--- config.mk ---
export PLATFORM = sky130hd
export DESIGN_NAME = ca_line_writer
export DESIGN_NICKNAME = d
export VERILOG_FILES = /design/src/rtl/ca_pkg.sv /design/src/rtl/ca_line_writer.sv
export SDC_FILE = /design/constraint.sdc
export NUM_CORES = 1
export LEC_CHECK = 0
export ABC_CLOCK_PERIOD_IN_PS = 5020
export CORE_ASPECT_RATIO = 0.5
export CORE_MARGIN = 1.5
export CORE_UTILIZATION = 58
export CTS_CLUSTER_SIZE = 30
export DETAILED_ROUTE_END_ITERATION = 10
export PLACE_DENSITY_LB_ADDON = 0.1
export SYNTH_ARGS = -nofsm -noshare
export SYNTH_HDL_FRONTEND = slang
export SYNTH_SLANG_ARGS = --single-unit
--- constraint.sdc ---
create_clock -name clk -period 5.02 [get_ports clk]
set_clock_uncertainty 0.2 [all_clocks]
set_input_delay 1.004 -clock clk [delete_from_list [all_inputs] [get_ports clk]]
set_output_delay 1.004 -clock clk [all_outputs]
set_load 0.01 [all_outputs]
--- src/rtl/ca_pkg.sv ---
// Shared constants, state encoding and rule lookup
// for the cellular-automaton line writer.
package ca_pkg;

  localparam int WIDTH = 80;
  localparam int ROWS  = 60;
  localparam int RW    = 7;

  typedef enum logic [1:0] {
    COMMIT,
    IDLE,
    CALC
  } state_t;

  function automatic logic rule_bit(
    input logic [7:0] r,
    input logic [2:0] nb
  );
    return r[nb];
  endfunction

endpackage

--- src/rtl/ca_line_writer.sv ---
// Bit-serial 1-D cellular automaton generator that
// feeds the frame-buffer write port, one line per start.
module ca_line_writer #(
  parameter int WIDTH    = ca_pkg::WIDTH,
  parameter int ROWS     = ca_pkg::ROWS,
  parameter int SEED_COL = 40
) (
  input  logic                   clk,
  input  logic                   resetn,
  input  logic                   start,
  input  logic [7:0]             rule,
  input  logic [ca_pkg::RW-1:0]  row,
  output logic [ca_pkg::RW-1:0]  rowW,
  output logic [WIDTH-1:0]       dataW,
  output logic                   busy,
  output logic [ca_pkg::RW-1:0]  top_row
);
  import ca_pkg::*;

  localparam logic [WIDTH-1:0] SEED =
    {{(WIDTH-1){1'b0}}, 1'b1} << SEED_COL;
  localparam logic [6:0] LAST = 7'(WIDTH-1);
  localparam logic [RW-1:0] RLAST = RW'(ROWS-1);

  state_t            state;
  logic [WIDTH-1:0]  cur;
  logic [WIDTH-1:0]  nxt;
  logic [WIDTH-1:0]  line;
  logic [6:0]        col;
  logic [6:0]        lc;
  logic [6:0]        rc;
  logic [RW-1:0]     wr_row;
  logic [RW-1:0]     wr_nx;
  logic [7:0]        rule_q;
  logic              full;

  // line = nxt with the current column folded in,
  // so the last column lands in cur without a bubble
  always_comb begin
    lc   = (col == 7'd0) ? LAST : col - 7'd1;
    rc   = (col == LAST) ? 7'd0 : col + 7'd1;
    line = nxt;
    line[col] = rule_bit(rule_q, {cur[lc], cur[col], cur[rc]});
    wr_nx = (wr_row == RLAST) ? '0 : wr_row + RW'(1);
  end

  always_ff @(posedge clk or negedge resetn) begin
    if (!resetn) begin
      state   <= COMMIT;
      cur     <= SEED;
      nxt     <= '0;
      wr_row  <= '0;
      rowW    <= '0;
      dataW   <= SEED;
      busy    <= 1'b1;
      top_row <= '0;
      full    <= 1'b0;
      col     <= '0;
      rule_q  <= '0;
    end else begin
      unique case (state)
        IDLE: begin
          if (start) begin
            rule_q <= rule;
            col    <= '0;
            busy   <= 1'b1;
            state  <= CALC;
          end
        end
        CALC: begin
          nxt <= line;
          if (col == LAST) begin
            cur    <= line;
            dataW  <= line;
            wr_row <= wr_nx;
            rowW   <= wr_nx;
            if (wr_row == RLAST) full <= 1'b1;
            state  <= COMMIT;
          end else begin
            col <= col + 7'd1;
          end
        end
        COMMIT: begin
          // the buffer drops writes aimed at its read row
          if (row != wr_row) begin
            busy    <= 1'b0;
            state   <= IDLE;
            top_row <= full ? wr_nx : '0;
          end
        end
        default: state <= IDLE;
      endcase
    end
  end

endmodule
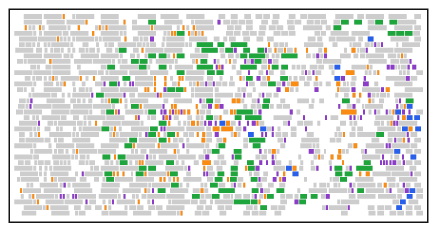
(images/gate_families.png)
| colour | family | cells |
|---|---|---|
| blue | XOR/XNOR gates | 20 |
| orange | NOR gates | 159 |
| purple | NAND gates | 160 |
| green | multiplexers | 114 |

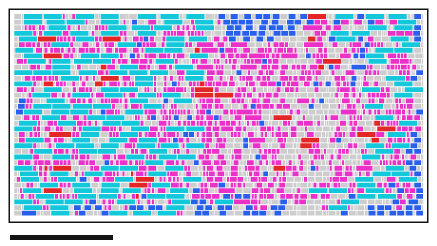
(images/cell_classes.png)
The bar under the picture is 50 um long. Fill, decap, tap and diode cells in grey.
| colour | class | cells | share of their area |
|---|---|---|---|
| red | clock drivers and dummy loads | 32 | 4.5% |
| cyan | flip-flops | 193 | 37% |
| magenta | all other logic | 951 | 47% |
| blue | other buffers and delay cells | 157 | 11% |
core region area: 19,400 um2
core utilization of the finished layout: 69.0%
post-route cell area: 13,400 um2
Seq area share: 36.1%

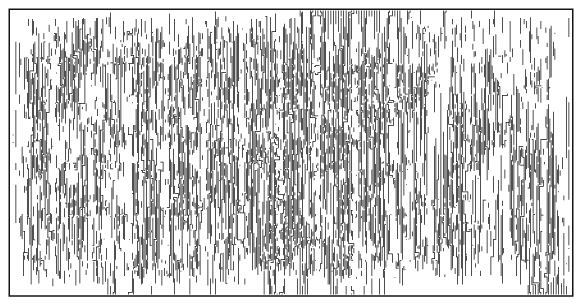
(images/met2.png)
main direction: vertical
wire length on this layer: 17,400 um
DR vias: 11,100
final WL: 42,200 um

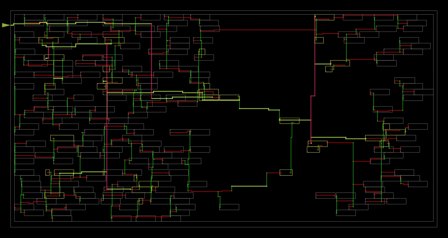
(images/final_clocks.png)
clk latency late pin: 0.46 ns
# clock sinks: 193

==> results.json <==
{
  "status": "complete, no violations",
  "critPathTopFamily": "AND-OR/OR-AND gates",
  "start_kind": "flop",
  "worst_slack_ns": 0.488,
  "vias_per_cell": 6.92,
  "seq_cell_count": 193,
  "cts_resized": 0,
  "largestRegisters": "cur: 80 flops, nxt: 80 flops, rule_q: 8 flops",
  "chipWidth_um": 202,
  "synth_cell_types": 78,
  "drc": 0,
  "cts_max_level": 4,
  "antenna_found_initial": 1,
  "synth-edff-count": 0,
  "met1_usage_pct": 57.1,
  "synthSimpleGateAreaFrac_pct": 13.4,
  "floorplan.die_area_um2": 20700,
  "use_met2_pct": 58.2,
  "ys_top_cells_by_count": "a21oi_1 (197), dfrtp_1 (191), nor2_1 (122)",
  "r2r_setup_slack_ns": 0.49,
  "fp_util_pct": 59.1,
  "tns_ns": 0,
  "comb_area_um2": 6080,
  "num-nonclk-buffers": 157,
  "slew_headroom_pct": 18.0,
  "syn-num-nets": 1286,
  "finalHoldViolCount": 0,
  "drive_gt1_share_pct": 13.7,
  "layout_top_cell": "a21oi_1",
  "r2r-start": "col[2]$_DFFE_PN0P_",
  "p_leak_nw": 5.37,
  "aoi_share_pct": 25.0,
  "wl_per_cell_um": 26.4,
  "critical_path_buf_inv_count": 2,
  "max_stage_delay_ns": 0.75,
  "power_density_nw_per_um2": 386,
  "logic_gate_count": 932,
  "crit_chain": "buf_12 > o31a_1 > a211oi_1 > nand3b_1 > a221oi_1 > a311o_1 > o211ai_2 > a31o_2 > o221ai_4 > buf_4 > a41oi_1 > mux2_2",
  "cts_made_buffers": 17,
  "n_clock_buffer": 19,
  "warnings": 31,
  "grt_pass1_wl_um": 62600,
  "synthXorXnorAreaFrac_pct": 1.53,
  "crit_start": "col[2]$_DFFE_PN0P_",
  "gp_congestion": 1.05,
  "hold_class": "reg2reg",
  "ys.flops": 193,
  "num_antenna_cells": 0,
  "clkCellAreaFrac_pct": 4.41,
  "grt.total_usage_pct": 41.1,
  "yosys_cells": 1262,
  "slew_violations": 0,
  "synth.area.mux_share_pct": 12.1,
  "cp-endpoint": "cur[79]$_DFFE_PN0P_",
  "setup_violations": 0,
  "synthesis.area_um2": 11500,
  "cap_violations": 0,
  "flop_area_um2": 4830,
  "ctsHoldBuffers": 0,
  "taps": 266,
  "ys_area_um2": 11500,
  "fin_crit_sh_pct": 90.3,
  "rows": 36,
  "globalRoute.totalOverflow": 0,
  "dr.pass1.iters": 7,
  "root_buffer": "clkbuf_16",
  "grtUsageMet3_pct": 17.7,
  "grt.busiest_layer": "met2",
  "hp-start": "top_row[3]$_DFFE_PN0P_",
  "synth_top_cell_by_count": "a21oi_1",
  "crit_arrival_ns": 4.67,
  "grt_max_degree": 110
}
-- per-stage QoR --
stage	hold slack, ns	util, %	instance area [um2]	cells	power (W)
global route	0.310	69.0	13400	1599	0.00537
detailed placement	0.274	66.0	12800	1567	0.00373
CTS	0.290	69.0	13400	1599	0.00511
floorplan	0.273	-	11500	1262	0.00319
global placement	0.259	66.0	12800	1567	0.00371
finish	0.285	69.0	13400	1599	0.00517
-- metal layers --
layer / part of all wire [%] / vias to the layer above
met5: 0 / -
met4: 2.5 / 0
met3: 15 / 100
met2: 41 / 755
met1: 41 / 5443
li1: - / 4772
-- report_power, final --
part           leakage (nW)  total (W)  switching (W)  internal, W
Combinational          2.43    0.00211        0.00143     0.000681
Sequential             2.66    0.00167      0.0000505      0.00162
Clock                 0.285    0.00138       0.000664     0.000718
No activity file was given, so power comes from the tool's default toggle rates.
